### src/rtl/stopwatch_ctl.sv
// Stopwatch run-control: debounces start/lap/clear buttons, sequences the
// IDLE/RUN/LAP/PAUSE FSM and drives timer gating, lap freeze and pause blink.
module stopwatch_ctl #(
    parameter int DEB_CYCLES = 20000,
    parameter int DEB_W      = 16
) (
    input  logic       clk,
    input  logic       reset,
    input  logic       one_sec,
    input  logic       btn_start,
    input  logic       btn_lap,
    input  logic       btn_clr,
    output logic       cnt_en,
    output logic       cnt_clr,
    output logic       lap_latch,
    output logic       disp_sel,
    output logic       run_led,
    output logic       pause_blink,
    output logic [1:0] state
);

    typedef enum logic [1:0] {
        ST_IDLE  = 2'd0,
        ST_RUN   = 2'd1,
        ST_LAP   = 2'd2,
        ST_PAUSE = 2'd3
    } state_t;

    localparam logic [DEB_W-1:0] DEB_MAX = DEB_W'(DEB_CYCLES - 1);

    // Button bit order: 0 = start, 1 = lap, 2 = clear.
    logic [2:0]       btn_raw_s;
    logic [2:0]       sync1_r;
    logic [2:0]       sync2_r;
    logic [2:0]       deb_r;
    logic [2:0]       deb_q_r;
    logic [DEB_W-1:0] deb_cnt_r [3];
    logic [2:0]       press_s;

    state_t state_r;
    state_t next_state_s;
    logic   cnt_clr_s;
    logic   lap_latch_s;
    logic   blink_s;
    logic   cnt_clr_r;
    logic   lap_latch_r;
    logic   disp_sel_r;
    logic   run_led_r;
    logic   pause_blink_r;

    assign btn_raw_s = {btn_clr, btn_lap, btn_start};
    assign press_s   = deb_r & ~deb_q_r;

    // Synchronize raw buttons and debounce each one independently.
    always_ff @(posedge clk) begin
        if (reset) begin
            sync1_r <= 3'b000;
            sync2_r <= 3'b000;
            deb_r   <= 3'b000;
            deb_q_r <= 3'b000;
            for (int i = 0; i < 3; i++) begin
                deb_cnt_r[i] <= {DEB_W{1'b0}};
            end
        end else begin
            sync1_r <= btn_raw_s;
            sync2_r <= sync1_r;
            deb_q_r <= deb_r;
            for (int i = 0; i < 3; i++) begin
                if (sync2_r[i] == deb_r[i]) begin
                    deb_cnt_r[i] <= {DEB_W{1'b0}};
                end else if (deb_cnt_r[i] == DEB_MAX) begin
                    deb_r[i]     <= sync2_r[i];
                    deb_cnt_r[i] <= {DEB_W{1'b0}};
                end else begin
                    deb_cnt_r[i] <= deb_cnt_r[i] + DEB_W'(1);
                end
            end
        end
    end

    // Next-state and pulse decode; only the highest-priority event (clr > start > lap) is considered.
    always_comb begin
        next_state_s = state_r;
        cnt_clr_s    = 1'b0;
        lap_latch_s  = 1'b0;
        case (state_r)
            ST_IDLE: begin
                if (press_s[2]) begin
                    cnt_clr_s = 1'b1;
                end else if (press_s[0]) begin
                    next_state_s = ST_RUN;
                end else begin
                    next_state_s = ST_IDLE;
                end
            end
            ST_RUN: begin
                if (press_s[2]) begin
                    next_state_s = ST_RUN;
                end else if (press_s[0]) begin
                    next_state_s = ST_PAUSE;
                end else if (press_s[1]) begin
                    next_state_s = ST_LAP;
                    lap_latch_s  = 1'b1;
                end else begin
                    next_state_s = ST_RUN;
                end
            end
            ST_LAP: begin
                if (press_s[2]) begin
                    next_state_s = ST_RUN;
                end else if (press_s[0]) begin
                    next_state_s = ST_PAUSE;
                end else if (press_s[1]) begin
                    lap_latch_s = 1'b1;
                end else begin
                    next_state_s = ST_LAP;
                end
            end
            ST_PAUSE: begin
                if (press_s[2]) begin
                    next_state_s = ST_IDLE;
                    cnt_clr_s    = 1'b1;
                end else if (press_s[0]) begin
                    next_state_s = ST_RUN;
                end else begin
                    next_state_s = ST_PAUSE;
                end
            end
            default: begin
                next_state_s = ST_IDLE;
            end
        endcase
    end

    // Blink restarts at 0 on PAUSE entry and toggles only on ticks seen while already paused.
    always_comb begin
        blink_s = 1'b0;
        if (next_state_s != ST_PAUSE) begin
            blink_s = 1'b0;
        end else if ((state_r == ST_PAUSE) && one_sec) begin
            blink_s = ~pause_blink_r;
        end else if (state_r == ST_PAUSE) begin
            blink_s = pause_blink_r;
        end else begin
            blink_s = 1'b0;
        end
    end

    // State register and registered outputs.
    always_ff @(posedge clk) begin
        if (reset) begin
            state_r       <= ST_IDLE;
            cnt_clr_r     <= 1'b0;
            lap_latch_r   <= 1'b0;
            disp_sel_r    <= 1'b0;
            run_led_r     <= 1'b0;
            pause_blink_r <= 1'b0;
        end else begin
            state_r       <= next_state_s;
            cnt_clr_r     <= cnt_clr_s;
            lap_latch_r   <= lap_latch_s;
            disp_sel_r    <= (next_state_s == ST_LAP);
            run_led_r     <= (next_state_s == ST_RUN) || (next_state_s == ST_LAP);
            pause_blink_r <= blink_s;
        end
    end

    assign cnt_en      = one_sec && ((state_r == ST_RUN) || (state_r == ST_LAP));
    assign cnt_clr     = cnt_clr_r;
    assign lap_latch   = lap_latch_r;
    assign disp_sel    = disp_sel_r;
    assign run_led     = run_led_r;
    assign pause_blink = pause_blink_r;
    assign state       = state_r;

endmodule

### config.mk
export PLATFORM = sky130hd
export DESIGN_NAME = stopwatch_ctl
export DESIGN_NICKNAME = d
export VERILOG_FILES = /design/src/rtl/stopwatch_ctl.sv
export SDC_FILE = /design/constraint.sdc
export NUM_CORES = 1
export LEC_CHECK = 0
export CAP_MARGIN = 15
export CORE_MARGIN = 2
export CORE_UTILIZATION = 55
export DETAILED_ROUTE_END_ITERATION = 10
export HOLD_SLACK_MARGIN = 0.05
export PLACE_DENSITY = 0.73
export SYNTH_ARGS = -nofsm -noshare
export SYNTH_HDL_FRONTEND = slang
export SYNTH_SLANG_ARGS = --single-unit
### constraint.sdc
create_clock -name clk -period 4.4 [get_ports clk]
set_clock_uncertainty 0.15 [all_clocks]
set_input_delay 0.88 -clock clk [delete_from_list [all_inputs] [get_ports clk]]
set_output_delay 0.88 -clock clk [all_outputs]
set_load 0.01 [all_outputs]
Sequential cells coloured by netlist name:
Other sequential cells in the stronger grey, the rest of the logic in the fainter grey.
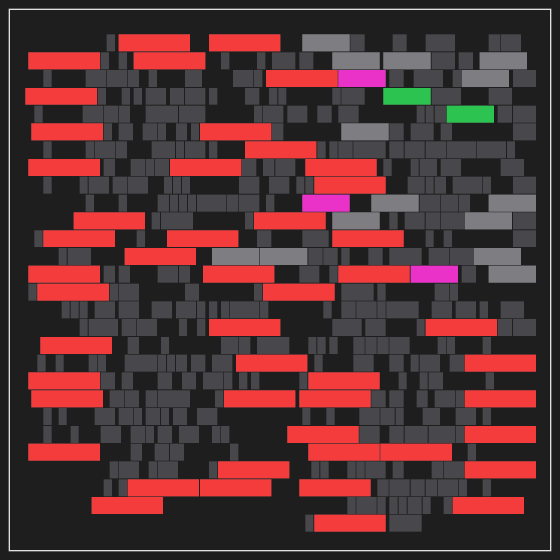
| colour | netlist name | sequential cells |
|---|---|---|
| red | deb_cnt_r | 48 |
| green | state | 2 |
| magenta | deb_r | 3 |
not coloured: 14
sequential cell area share: 46.4%
register area: 1820 um^2
Seq group: 0.720 mW
Util after Layout: 65.9%

==> GITHUB_STEP_SUMMARY <==
### Metrics collected by this job

| Metric | Value |
|---|---|
| Pint | 0.940 mW |
| Worst-margin pin slew | 0.978 ns |
| Port Buffers | 13 |
| CP Capture Type | primary output |
| AND/OR/NAND/NOR Cells, Area Fraction | 25.4% |
| GR Overflow Total | 0 |
| Clk power | 0.459 mW |
| Buffers, non-clock | 13 |
| Synth top cells by count | nor2_1, edfxtp_1, xnor2_1 |
| Filler cell count | 498 |
| Compound-Gate Fraction of Synth Area | 1.99% |
| Power share of the combinational group | 4.1% |
| Place WS | 1.34 ns |
| Max-slew violation count | 0 |
| Total power | 1.23 mW |
| Initial DRT Pass Iterations | 4 |
| Status | complete, no violations |
| CTS tree | built |
| Setup Buffers After CTS | 0 |
| FF-to-FF setup slack | 1.94 ns |
| Die ar. | 6820 um^2 |
Routed clock nets over the placement:
Scale bar: 20 um.
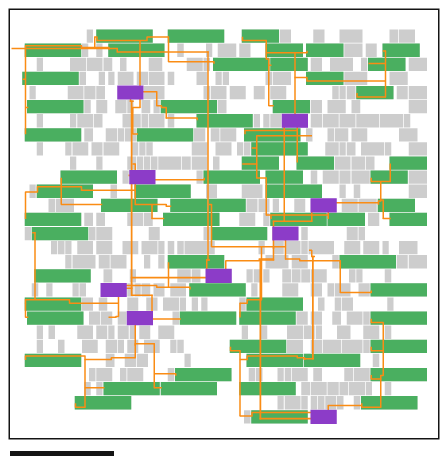
[orange] clock wires | length: 921 um
[green] flip-flops | count: 67
[purple] clock-net drivers | count: 9
flops lie: all over the die
routed clock nets: 10
Latency at later pin: 0.34 ns
Clk pwr share: 37.3%

[critical path: cells and delay by family]
family / cells / cell delay, ns
buf+inv: 2 / 1.01
simple gates: 1 / 0.12
[path summary, 6_finish.rpt]
| path | cells past startpoint | end | startpoint |
|---|---|---|---|
| worst max-delay path | 3 | cnt_en | one_sec |
| worst min-delay path | 1 | sync2_r[0] | sync1_r[0] |
| worst max register to register | 5 | deb_cnt_r[0][4] | deb_cnt_r[0][0] |
| worst min register to register | 1 | sync2_r[0] | sync1_r[0] |
[flip-flops by register name, summed over array words and instances, names as in the netlist]
name         flops
deb_cnt_r       48
deb_q_r          3
deb_r            3
sync1_r          3
sync2_r          3
state            2
cnt_clr          1
disp_sel         1
lap_latch        1
pause_blink      1
run_led          1
Power is estimated from default activity; no workload was simulated.
